==> src/rtl/uart_receiver.sv <==
`timescale 1ns/1ps
// uart_receiver: 16x-oversampled UART receive controller delivering one byte per frame with error flags.
// Optional feature macro: UART_RX_MAJORITY_EN (2-of-3 majority vote per bit, decision on the cnt==8 tick).
module uart_receiver (
    input  logic       clk_i,
    input  logic       rst_n_i,
    input  logic       enable_i,
    input  logic       sample_i,
    input  logic       rx_i,
    input  logic [1:0] data_bits_i,
    input  logic [1:0] parity_mode_i,
    input  logic       stop_bits_i,
    output logic [7:0] data_o,
    output logic       valid_o,
    output logic       parity_error_o,
    output logic       frame_error_o,
    output logic       busy_o
);

    typedef enum logic [2:0] {
        S_IDLE   = 3'd0,
        S_START  = 3'd1,
        S_DATA   = 3'd2,
        S_PARITY = 3'd3,
        S_STOP   = 3'd4
    } state_t;

    function automatic logic parity_of(input logic [7:0] d, input logic odd);
        parity_of = (^d) ^ odd;
    endfunction

    state_t     r_state;
    state_t     w_state_next;
    logic       w_complete;
    logic       r_rx_meta;
    logic       r_rx_sync;
    logic       w_rx_s;
    logic [3:0] r_cnt;
    logic [2:0] r_idx;
    logic [2:0] r_last_idx;
    logic       r_stop_idx;
    logic [7:0] r_shift;
    logic       r_armed;
    logic [1:0] r_parity_mode;
    logic       r_stop_bits;
    logic       r_perr_pend;
    logic       r_ferr_pend;
    logic [7:0] r_data;
    logic       r_valid;
    logic       r_perr;
    logic       r_ferr;
    logic       r_busy;
    logic       w_decide;
    logic       w_wrap;
    logic       w_bit;
    logic       w_parity_en;

    assign w_rx_s      = r_rx_sync;
    assign w_wrap      = sample_i && (r_cnt == 4'd15);
    assign w_parity_en = (r_parity_mode == 2'd1) || (r_parity_mode == 2'd2);

`ifdef UART_RX_MAJORITY_EN
    function automatic logic majority3(input logic a, input logic b, input logic c);
        majority3 = (a & b) | (a & c) | (b & c);
    endfunction

    logic [1:0] r_early;

    // Early votes taken on the cnt==6 and cnt==7 ticks.
    always_ff @(posedge clk_i) begin
        if (!rst_n_i) begin
            r_early <= 2'b11;
        end else if (sample_i && (r_cnt == 4'd6)) begin
            r_early[0] <= w_rx_s;
        end else if (sample_i && (r_cnt == 4'd7)) begin
            r_early[1] <= w_rx_s;
        end else begin
            r_early <= r_early;
        end
    end

    assign w_decide = sample_i && (r_cnt == 4'd8);
    assign w_bit    = majority3(r_early[0], r_early[1], w_rx_s);
`else
    assign w_decide = sample_i && (r_cnt == 4'd7);
    assign w_bit    = w_rx_s;
`endif

    // Two-flop synchronizer for the asynchronous line; idles high.
    always_ff @(posedge clk_i) begin
        if (!rst_n_i) begin
            r_rx_meta <= 1'b1;
            r_rx_sync <= 1'b1;
        end else begin
            r_rx_meta <= rx_i;
            r_rx_sync <= r_rx_meta;
        end
    end

    // Frame sequencing: next state and completion strobe.
    always_comb begin
        w_state_next = r_state;
        w_complete   = 1'b0;
        if (!enable_i) begin
            w_state_next = S_IDLE;
        end else begin
            case (r_state)
                S_IDLE: begin
                    if (!w_rx_s && r_armed) begin
                        w_state_next = S_START;
                    end else begin
                        w_state_next = S_IDLE;
                    end
                end
                S_START: begin
                    if (w_decide && w_bit) begin
                        w_state_next = S_IDLE;
                    end else if (w_wrap) begin
                        w_state_next = S_DATA;
                    end else begin
                        w_state_next = S_START;
                    end
                end
                S_DATA: begin
                    if (w_wrap && (r_idx == r_last_idx)) begin
                        w_state_next = w_parity_en ? S_PARITY : S_STOP;
                    end else begin
                        w_state_next = S_DATA;
                    end
                end
                S_PARITY: begin
                    if (w_wrap) begin
                        w_state_next = S_STOP;
                    end else begin
                        w_state_next = S_PARITY;
                    end
                end
                S_STOP: begin
                    // The frame ends at the final stop bit's decision point, not at its end.
                    if (w_decide && (r_stop_idx == r_stop_bits)) begin
                        w_state_next = S_IDLE;
                        w_complete   = 1'b1;
                    end else begin
                        w_state_next = S_STOP;
                    end
                end
                default: begin
                    w_state_next = S_IDLE;
                end
            endcase
        end
    end

    // State register.
    always_ff @(posedge clk_i) begin
        if (!rst_n_i) begin
            r_state <= S_IDLE;
        end else begin
            r_state <= w_state_next;
        end
    end

    // Tick counter, frame datapath, pending errors and registered outputs.
    always_ff @(posedge clk_i) begin
        if (!rst_n_i) begin
            r_cnt         <= 4'd0;
            r_idx         <= 3'd0;
            r_last_idx    <= 3'd7;
            r_stop_idx    <= 1'b0;
            r_shift       <= 8'd0;
            r_armed       <= 1'b0;
            r_parity_mode <= 2'd0;
            r_stop_bits   <= 1'b0;
            r_perr_pend   <= 1'b0;
            r_ferr_pend   <= 1'b0;
            r_data        <= 8'd0;
            r_valid       <= 1'b0;
            r_perr        <= 1'b0;
            r_ferr        <= 1'b0;
            r_busy        <= 1'b0;
        end else begin
            r_busy  <= (w_state_next != S_IDLE);
            r_valid <= w_complete;

            if (w_state_next != r_state) begin
                r_cnt <= 4'd0;
            end else if (sample_i) begin
                r_cnt <= r_cnt + 4'd1;
            end else begin
                r_cnt <= r_cnt;
            end

            // Completion disarms so a held-low line yields only one break frame.
            if (w_complete) begin
                r_armed <= 1'b0;
            end else if (w_rx_s) begin
                r_armed <= 1'b1;
            end else begin
                r_armed <= r_armed;
            end

            if ((r_state == S_IDLE) && (w_state_next == S_START)) begin
                r_last_idx    <= {1'b0, data_bits_i} + 3'd4;
                r_parity_mode <= parity_mode_i;
                r_stop_bits   <= stop_bits_i;
                r_shift       <= 8'd0;
                r_idx         <= 3'd0;
                r_stop_idx    <= 1'b0;
                r_perr_pend   <= 1'b0;
                r_ferr_pend   <= 1'b0;
            end else begin
                if ((r_state == S_DATA) && w_decide) begin
                    r_shift[r_idx] <= w_bit;
                end
                if ((r_state == S_DATA) && w_wrap) begin
                    r_idx <= r_idx + 3'd1;
                end
                if ((r_state == S_PARITY) && w_decide) begin
                    r_perr_pend <= (w_bit != parity_of(r_shift, (r_parity_mode == 2'd2)));
                end
                if ((r_state == S_STOP) && w_decide && !w_bit) begin
                    r_ferr_pend <= 1'b1;
                end
                if ((r_state == S_STOP) && w_wrap) begin
                    r_stop_idx <= 1'b1;
                end
            end

            if (w_complete) begin
                r_data <= r_shift;
                r_perr <= r_perr_pend;
                r_ferr <= r_ferr_pend | ~w_bit;
            end else begin
                r_data <= r_data;
                r_perr <= r_perr;
                r_ferr <= r_ferr;
            end
        end
    end

    assign data_o         = r_data;
    assign valid_o        = r_valid;
    assign parity_error_o = r_perr;
    assign frame_error_o  = r_ferr;
    assign busy_o         = r_busy;

endmodule

==> config.mk <==
export PLATFORM = sky130hd
export DESIGN_NAME = uart_receiver
export DESIGN_NICKNAME = d
export VERILOG_FILES = /design/src/rtl/uart_receiver.sv
export SDC_FILE = /design/constraint.sdc
export NUM_CORES = 1
export LEC_CHECK = 0
export CAP_MARGIN = 30
export CORE_MARGIN = 2
export CORE_UTILIZATION = 40
export CTS_CLUSTER_SIZE = 25
export DETAILED_ROUTE_END_ITERATION = 7
export REMOVE_ABC_BUFFERS = 1
export SETUP_SLACK_MARGIN = 0.02
export SYNTH_ARGS = -nofsm -noshare
export SYNTH_HDL_FRONTEND = slang
export SYNTH_SLANG_ARGS = --single-unit
==> constraint.sdc <==
create_clock -name clk_i -period 4.1 [get_ports clk_i]
set_clock_uncertainty 0.2 [all_clocks]
set_input_delay 0.82 -clock clk_i [delete_from_list [all_inputs] [get_ports clk_i]]
set_output_delay 0.82 -clock clk_i [all_outputs]
set_load 0.1 [all_outputs]
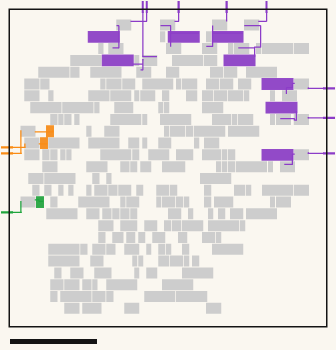
port_nets.png
Bar = 20 um.
Key: data_o = purple [bits 8, direction output, end cells 8, buffers 8, wire 109 um]; stop_bits_i = green [bits 1, direction input, end cells 1, buffers 1, wire 6.80 um]; parity_mode_i = orange [bits 2, direction input, end cells 2, buffers 2, wire 17.5 um]

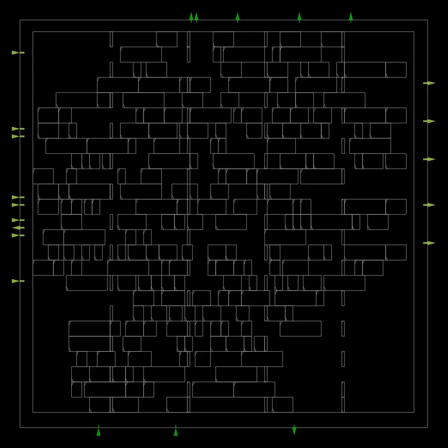
final_placement.png
CORE AREA: 0.00463 mm2
FFs & Latches: 41
Site Rows: 25
Well Taps: 54
Seq/total area: 37.0%

==> run notes <==
yosys + openroad results -> reg2reg setup slack approximately 1800 ps, Synth area leader dfxtp_1, clock tree from TritonCTS yes, Max Clk Rate 0.357 GHz, Setup TNS 0 ps, CTS sink count slightly above 40, status complete, no violations, hold_sp r_rx_meta, die footprint 0.00530 mm2, DRT Pass-1 Iters 4, PostCTS Resize Cnt 0, routability cong. roughly 0.90, I/O Buffers 21, Synth Cell Area around 0.0019 mm2, share of cells above drive strength 1 a little under 8%, worst IR drop on VDD about 180 uV, final hold vios 0, period utilisation layout between 60 and 70%, Top-Level Pins 22, root buffer cell clkbuf_8, top_reg_cell synth dfxtp_1, CP endpoint kind output pin, Worst path top cell family by delay buffers and inverters, total gr overflow 0, RSZ-0062 raised after global routing false, Routed WL between 3 and 4 mm, max-cap check violation count 0, Hold WC Path Type flip-flop to flip-flop, fp util around two fifths, FF-to-FF Start r_rx_sync, post-placement worst setup slack roughly 1000 ps, Seq cells post-synth 41, async set or reset register ratio after synthesis 0%, Post-synth top cells dfxtp_1, nor2_1, mux2i_1, nand2_1, nand3_1, Layout area overhead 17.2%, sequential share of the synthesized area between 40 and 50%, setup violators final 0, hold depth 1, Buf/Inv on CP 1, CP required approximately 3100 ps, Wirelength per Cell approximately 13 um, initial antenna violation count 0, Worst Hold End r_rx_sync, Nets around 240, critical path's slowest cell clkdlybuf4s50_1
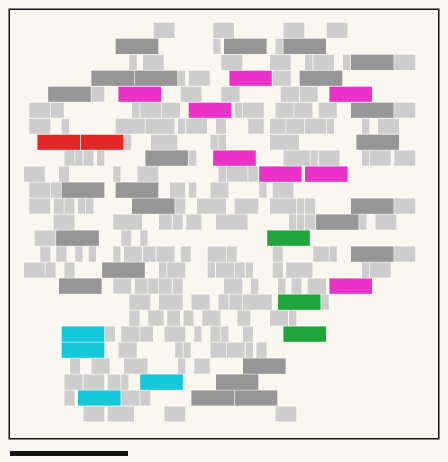
registers.png
Bar = 20 um. Other sequential cells in the stronger gray, the rest of the logic in the fainter gray.
Key: r_cnt = cyan [placed flops 4, where south-west]; r_shift = magenta [placed flops 8]; r_parity_mode = red [placed flops 2]; r_idx = green [placed flops 3]

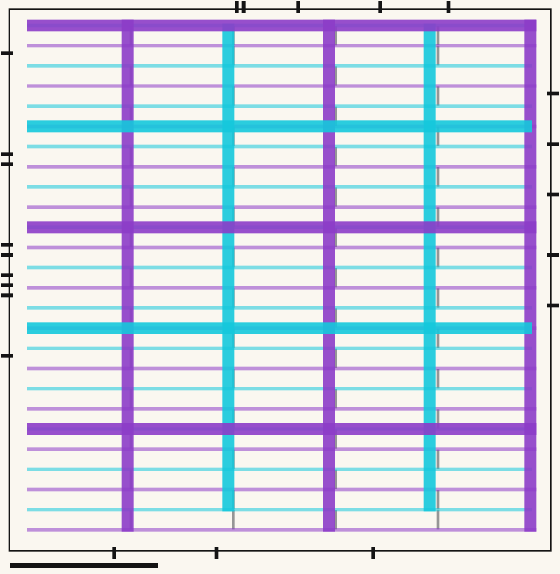
pdn.png
Bar = 20 um. Pins as bars on the die edge. Tap cells in gray.
Key: VSS = purple; VDD = cyan
5 straps on met5. The core has 25 rows.
Die Y: 72.8 um
Die W: 72.8 um

[state kept, by name (all words and copies together) (netlist names), 2 cells and up]
signal and flops:
r_last_idx 2, data_o 8, r_idx 3, r_state 3, r_parity_mode 2, r_shift 8, r_cnt 4
[power by group]
group / internal, W / total, W / switching, W / leakage [nW]
logic: 0.0000177 / 0.0000363 / 0.0000186 / 0.481
registers: 0.000403 / 0.000408 / 0.00000506 / 0.332
clock network: 0.000136 / 0.000274 / 0.000138 / 0.0512
[cells in the final DEF, fill, tap and decap left out, types with 3 or more instances in the layout]
cell type         n
a21oi_1           9
clkbuf_8          6
clkdlybuf4s50_1  21
dfxtp_1          41
ha_1              3
inv_1             3
mux2i_1          17
nand2_1          15
nand2b_1          3
nand3_1          13
nor2_1           30
nor3_1           10
xnor2_1          12
xor2_1            5
[per-stage QoR]
| step | hold WS (ps) | cell area, um2 | std cells |
|---|---|---|---|
| 6_report | 210 | 2220 | 282 |
| 3_3_place_gp | 188 | 2120 | 274 |
| 3_5_place_dp | 192 | 2120 | 274 |
| 4_1_cts | 211 | 2220 | 282 |
| 2_1_floorplan | 186 | 1830 | 197 |
| 5_1_grt | 244 | 2220 | 282 |
[cells by family (layout without fill, tap and decap cells)]
| logic type | count (synthesis) | in the layout | share of synthesized area [%] |
|---|---|---|---|
| flops | 41 | 41 | 43.3 |
| compound gates | 25 | 25 | 9.45 |
| buf+inv | 16 | 36 | 4.29 |
| simple gates | 89 | 89 | 24.1 |
| xor+xnor | 17 | 17 | 7.86 |
| mux | 17 | 17 | 8.98 |
| fa+ha+maj | 3 | 3 | 1.98 |
[routing by layer]
| layer | share of wire (%) | vias up | global-route usage (%) |
|---|---|---|---|
| li1 | - | 759 | - |
| met1 | 50 | 645 | 20.7 |
| met2 | 45 | 20 | 23.8 |
| met3 | 2.7 | 6 | 3.31 |
| met4 | 1.6 | 0 | 6.17 |
| met5 | 0 | - | 0 |
[layout make-up]
class	instances	area (um2)	share of cell area, %
clock buffers	6	82.6	3.72
clock inverters	2	13.8	0.620
inverters	5	18.8	0.845
multi-input cells	151	992	44.7
flip-flops and latches	41	821	37.0
well taps	54	67.6	3.04
repair buffers	23	225	10.1
[how the worst max path moves through the flow]
stage / startpoint / end / cells past startpoint
floorplan: sample_i / frame_error_o / 5
global placement: sample_i / r_shift[4] / 6
detailed placement: sample_i / r_shift[4] / 6
CTS: frame_error_o / frame_error_o / 1
global route: sample_i / frame_error_o / 7
finish: frame_error_o / frame_error_o / 1
Power figures rest on the tool's default switching activity, not on a simulated workload.
